==> images/clk_routes.png <==
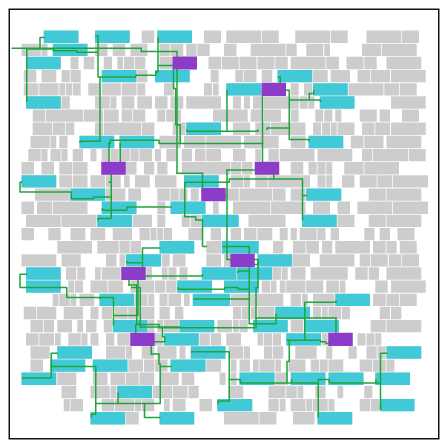
==> images/placement.png <==
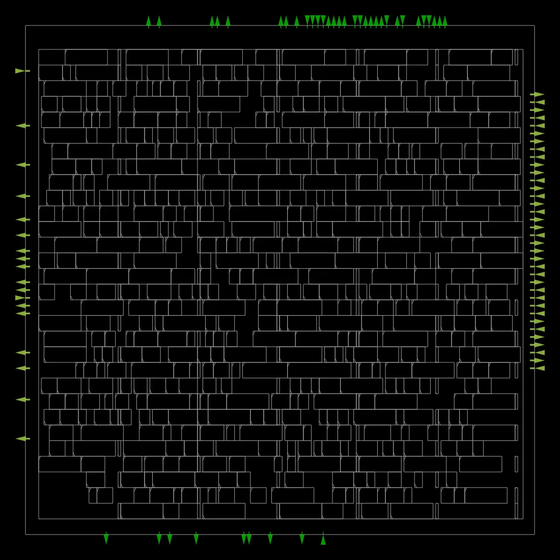
==> images/wires.png <==
The bar under the picture is 20 um long.
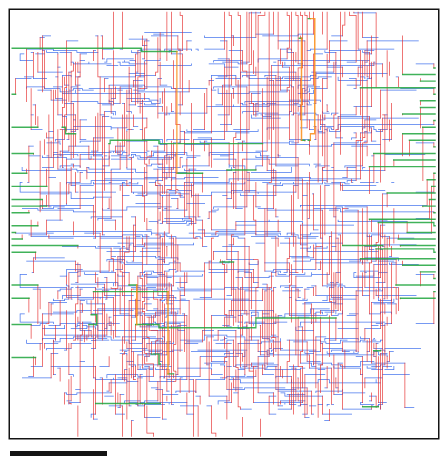
==> images/io_fan.png <==
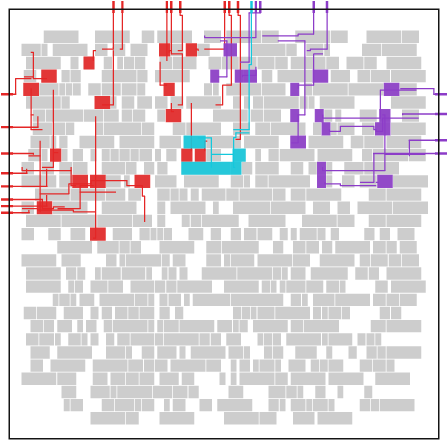
**config.mk**
```make
export PLATFORM = sky130hd
export DESIGN_NAME = ecc_scrubber
export DESIGN_NICKNAME = d
export VERILOG_FILES = /design/src/rtl/ecc_pkg.sv /design/src/rtl/ecc_scrub_timer.sv /design/src/rtl/ecc_scrubber.sv
export SDC_FILE = /design/constraint.sdc
export NUM_CORES = 1
export LEC_CHECK = 0
export CAP_MARGIN = 30
export CORE_MARGIN = 2
export CORE_UTILIZATION = 49
export DETAILED_ROUTE_END_ITERATION = 16
export PLACE_DENSITY_LB_ADDON = 0.08
export SLEW_MARGIN = 20
export SYNTH_ARGS = -nofsm -noshare
export SYNTH_HDL_FRONTEND = slang
export SYNTH_SLANG_ARGS = --single-unit
```
**constraint.sdc**
```tcl
create_clock -name clk -period 2.2 [get_ports clk]
set_input_delay 0.22 -clock clk [delete_from_list [all_inputs] [get_ports clk]]
set_output_delay 0.22 -clock clk [all_outputs]
set_load 0.1 [all_outputs]
```
**src/rtl/ecc_pkg.sv**
```systemverilog
// Shared types and helpers for the ECC scrubber: FSM state enum, saturating
// increment, and the DATA_WIDTH -> SECDED check-bit mapping.
package ecc_pkg;

  typedef enum logic [2:0] {
    S_IDLE,
    S_HRD,
    S_SRD,
    S_SWT,
    S_SWB
  } scrub_state_e;

  // Hamming check bits plus overall parity for the supported word widths.
  function automatic int unsigned ecc_bits(input int unsigned dw);
    return (dw == 16) ? 6 : 5;
  endfunction

  // Saturating increment of a w-bit value held in a 32-bit container.
  function automatic logic [31:0] sat_inc(input logic [31:0] v, input int w);
    logic [31:0] lim;
    lim = (w >= 32) ? '1 : ((32'd1 << w) - 32'd1);
    return (v >= lim) ? v : v + 32'd1;
  endfunction

endpackage

```
**src/rtl/ecc_scrub_timer.sv**
```systemverilog
// Scrub interval timer: counts enabled idle cycles and raises a pending flag
// that stays set until the scrubber finishes the access.
module ecc_scrub_timer #(
  parameter int SCRUB_INTERVAL = 1024
) (
  input  logic clk,
  input  logic rst,
  input  logic i_scrub_en,
  input  logic i_clear,
  output logic o_pending
);

  localparam int TW = (SCRUB_INTERVAL > 1) ? $clog2(SCRUB_INTERVAL) : 1;

  logic [TW-1:0] r_cnt;
  logic          r_pending;

  always_ff @(posedge clk) begin
    if (rst) begin
      r_cnt     <= '0;
      r_pending <= 1'b0;
    end else if (r_pending) begin
      if (i_clear) r_pending <= 1'b0;
    end else if (i_scrub_en) begin
      if (r_cnt == TW'(SCRUB_INTERVAL - 1)) begin
        r_cnt     <= '0;
        r_pending <= 1'b1;
      end else begin
        r_cnt <= r_cnt + 1'b1;
      end
    end
  end

  always_comb o_pending = r_pending;

endmodule

```
**src/rtl/ecc_scrubber.sv**
```systemverilog
// Port controller for ecc_ram: arbitrates host requests against a background
// scrubber and counts errors. Optional dbe logging under ECC_SCRUB_LOG_EN.
module ecc_scrubber
  import ecc_pkg::*;
#(
  parameter int DATA_WIDTH     = 8,
  parameter int RAM_DEPTH      = 256,
  parameter int SCRUB_INTERVAL = 1024,
  parameter int CNT_WIDTH      = 16
) (
  input  logic                         clk,
  input  logic                         rst,
  input  logic                         host_req_valid,
  output logic                         host_req_ready,
  input  logic                         host_we,
  input  logic [$clog2(RAM_DEPTH)-1:0] host_addr,
  input  logic [DATA_WIDTH-1:0]        host_wdata,
  output logic                         host_rsp_valid,
  output logic [DATA_WIDTH-1:0]        host_rsp_data,
  output logic                         host_rsp_sbe,
  output logic                         host_rsp_dbe,
  output logic [$clog2(RAM_DEPTH)-1:0] ram_addr,
  output logic [DATA_WIDTH-1:0]        ram_wdata,
  output logic                         ram_write_en,
  output logic                         ram_read_en,
  input  logic [DATA_WIDTH-1:0]        ram_rdata,
  input  logic                         ram_sbe,
  input  logic                         ram_dbe,
  input  logic                         scrub_en,
  output logic                         scrub_pass_done,
  output logic [CNT_WIDTH-1:0]         sbe_count,
  output logic [CNT_WIDTH-1:0]         dbe_count
`ifdef ECC_SCRUB_LOG_EN
  ,
  output logic                         dbe_log_valid,
  output logic [$clog2(RAM_DEPTH)-1:0] dbe_log_addr
`endif
);

  localparam int AW = $clog2(RAM_DEPTH);
  localparam int DW = DATA_WIDTH;

  scrub_state_e   r_state;
  logic [AW-1:0]  r_saddr;
  logic [DW-1:0]  r_fix;
  logic [CNT_WIDTH-1:0] r_sbe_cnt;
  logic [CNT_WIDTH-1:0] r_dbe_cnt;

  logic w_pending;
  logic w_idle;
  logic w_finish;
  logic w_wrap;

  ecc_scrub_timer #(
    .SCRUB_INTERVAL(SCRUB_INTERVAL)
  ) u_timer (
    .clk       (clk),
    .rst       (rst),
    .i_scrub_en(scrub_en),
    .i_clear   (w_finish),
    .o_pending (w_pending)
  );

  // A scrub finishes in SWT unless a correctable-only error needs write-back.
  always_comb begin
    w_idle   = (r_state == S_IDLE);
    w_finish = ((r_state == S_SWT) && !(ram_sbe && !ram_dbe)) || (r_state == S_SWB);
    w_wrap   = (r_saddr == AW'(RAM_DEPTH - 1));
  end

  always_comb begin
    host_req_ready  = 1'b0;
    host_rsp_valid  = 1'b0;
    host_rsp_data   = '0;
    host_rsp_sbe    = 1'b0;
    host_rsp_dbe    = 1'b0;
    ram_addr        = '0;
    ram_wdata       = '0;
    ram_write_en    = 1'b0;
    ram_read_en     = 1'b0;
    scrub_pass_done = 1'b0;
    sbe_count       = '0;
    dbe_count       = '0;
    if (!rst) begin
      host_req_ready  = w_idle;
      sbe_count       = r_sbe_cnt;
      dbe_count       = r_dbe_cnt;
      scrub_pass_done = w_finish && w_wrap;
      unique case (r_state)
        S_IDLE: begin
          if (host_req_valid) begin
            ram_addr     = host_addr;
            ram_write_en = host_we;
            ram_read_en  = !host_we;
            if (host_we) ram_wdata = host_wdata;
          end
        end
        S_HRD: begin
          host_rsp_valid = 1'b1;
          host_rsp_data  = ram_rdata;
          host_rsp_sbe   = ram_sbe;
          host_rsp_dbe   = ram_dbe;
        end
        S_SRD: begin
          ram_addr    = r_saddr;
          ram_read_en = 1'b1;
        end
        S_SWB: begin
          ram_addr     = r_saddr;
          ram_wdata    = r_fix;
          ram_write_en = 1'b1;
        end
        default: ;
      endcase
    end
  end

  always_ff @(posedge clk) begin
    if (rst) begin
      r_state   <= S_IDLE;
      r_saddr   <= '0;
      r_fix     <= '0;
      r_sbe_cnt <= '0;
      r_dbe_cnt <= '0;
    end else begin
      unique case (r_state)
        S_IDLE: begin
          if (host_req_valid) begin
            if (!host_we) r_state <= S_HRD;
          end else if (w_pending) begin
            r_state <= S_SRD;
          end
        end
        S_HRD: begin
          r_state <= S_IDLE;
          if (ram_dbe)
            r_dbe_cnt <= CNT_WIDTH'(sat_inc(32'(r_dbe_cnt), CNT_WIDTH));
          else if (ram_sbe)
            r_sbe_cnt <= CNT_WIDTH'(sat_inc(32'(r_sbe_cnt), CNT_WIDTH));
        end
        S_SRD: r_state <= S_SWT;
        S_SWT: begin
          if (ram_dbe) begin
            r_dbe_cnt <= CNT_WIDTH'(sat_inc(32'(r_dbe_cnt), CNT_WIDTH));
          end else if (ram_sbe) begin
            r_fix     <= ram_rdata;
            r_sbe_cnt <= CNT_WIDTH'(sat_inc(32'(r_sbe_cnt), CNT_WIDTH));
            r_state   <= S_SWB;
          end
        end
        default: r_state <= S_IDLE;
      endcase
      if (w_finish) begin
        r_state <= S_IDLE;
        r_saddr <= w_wrap ? '0 : r_saddr + 1'b1;
      end
    end
  end

`ifdef ECC_SCRUB_LOG_EN
  logic          r_log_valid;
  logic [AW-1:0] r_log_addr;
  logic [AW-1:0] r_haddr;

  // Host read address is held so an error seen in HRD can be attributed.
  always_ff @(posedge clk) begin
    if (rst) begin
      r_log_valid <= 1'b0;
      r_log_addr  <= '0;
      r_haddr     <= '0;
    end else begin
      if (w_idle && host_req_valid && !host_we) r_haddr <= host_addr;
      if ((r_state == S_HRD) && ram_dbe) begin
        r_log_valid <= 1'b1;
        r_log_addr  <= r_haddr;
      end else if ((r_state == S_SWT) && ram_dbe) begin
        r_log_valid <= 1'b1;
        r_log_addr  <= r_saddr;
      end
    end
  end

  always_comb begin
    dbe_log_valid = !rst && r_log_valid;
    dbe_log_addr  = rst ? '0 : r_log_addr;
  end
`endif

endmodule

```
==> impl_metrics.env <==
# implementation run metrics
export IMPL_xor_area_frac=0.02504
export IMPL_nets=551
export IMPL_maxSlewViolCount=0
export IMPL_yosys_area_share_adder=0.01431
export IMPL_grt_pass1_vias=3247
export IMPL_final_core_util=0.7699
export IMPL_dr_pass1_iters=5
export IMPL_wl_met3_um=469
export IMPL_post_route_period_util=0.9624
export IMPL_cts_max_level=3
export IMPL_antenna_cells=0
export IMPL_ys_ff=62
export IMPL_yosys_area_um2=3497
export IMPL_fillers=503
export IMPL_clock_latency_ns=0.35
export IMPL_antenna_found_initial=0
export IMPL_outcome="completed"
export IMPL_crit_chain="buf_4, or3_1, buf_4, nor2_2, buf_12"
export IMPL_hold_start="rst"
export IMPL_logic_gate_count=326
export IMPL_inverters=8
export IMPL_setup_viol=0
export IMPL_edf_count=0
export IMPL_cts_buffers=9
export IMPL_p_comb_frac=0.151
export IMPL_m1WireLength_um=3975
export IMPL_p_sw_frac=0.2835
export IMPL_slew_headroom=0.6641
export IMPL_whs_endpoint="r_sbe_cnt[1]$_SDFFE_PP0P_"
export IMPL_largest_class="combinational gates"
export IMPL_comb_area_um2=2296
export IMPL_nonClkBufAreaFrac=0.2631
export IMPL_gr_total_overflow=0
export IMPL_fin_hold_ws_ns=0.2132
export IMPL_cp_num_buf_inv=3
export IMPL_aoi_share=0.1327
export IMPL_power_total_mw=2.571
export IMPL_clock_sinks=62
export IMPL_drt_iter0_drc=130
export IMPL_seq_area_frac_synth=0.3549
export IMPL_cp_required_ns=1.98
export IMPL_reg2reg_from="r_sbe_cnt[0]$_SDFFE_PP0P_"
export IMPL_critical_path_depth=5
export IMPL_use_met2=0.4040
export IMPL_ys_warn_count=0
export IMPL_fin_crit_ns=2.117
-- clk_routes.png (at the start) --
[green] clock wires | length: 858 um
[cyan] flip-flops | count: 62
[purple] clock drivers | count: 9
flops lie: all over the die
Setup Skew: 0.01420 ns
Clk network pwr share: 0.407
Clock group: 1.05 mW

-- placement.png (at the start) --
Flops: 62
tap cell count: 96

-- wires.png (at the start) --
[green] metal 3 | wire length: 470 um
[red] metal 2 | wire length: 4580 um
[blue] metal 1 | wire length: 3980 um
[orange] metal 4 | wire length: 98.4 um
Vias: 3414
final wirelength: 9124 um
GR Util All Layers: 0.2429
mean routed wirelength per cell: 14.79 um

-- io_fan.png (at the start) --
[red] sbe_count | bits: 16 | direction: output | edge: 8 top, 8 left | end cells: 16 | buffers: 16 | wire: 388 um
[purple] ram_rdata | bits: 8 | direction: input | edge: 4 right, 4 top | end cells: 16 | buffers: 8 | wire: 255 um
[cyan] ram_sbe | bits: 1 | direction: input | edge: top | end cells: 4 | buffers: 1 | wire: 51.8 um
Ports: 94
I/O Buffers: 93

Power and IR drop assume default switching activity.
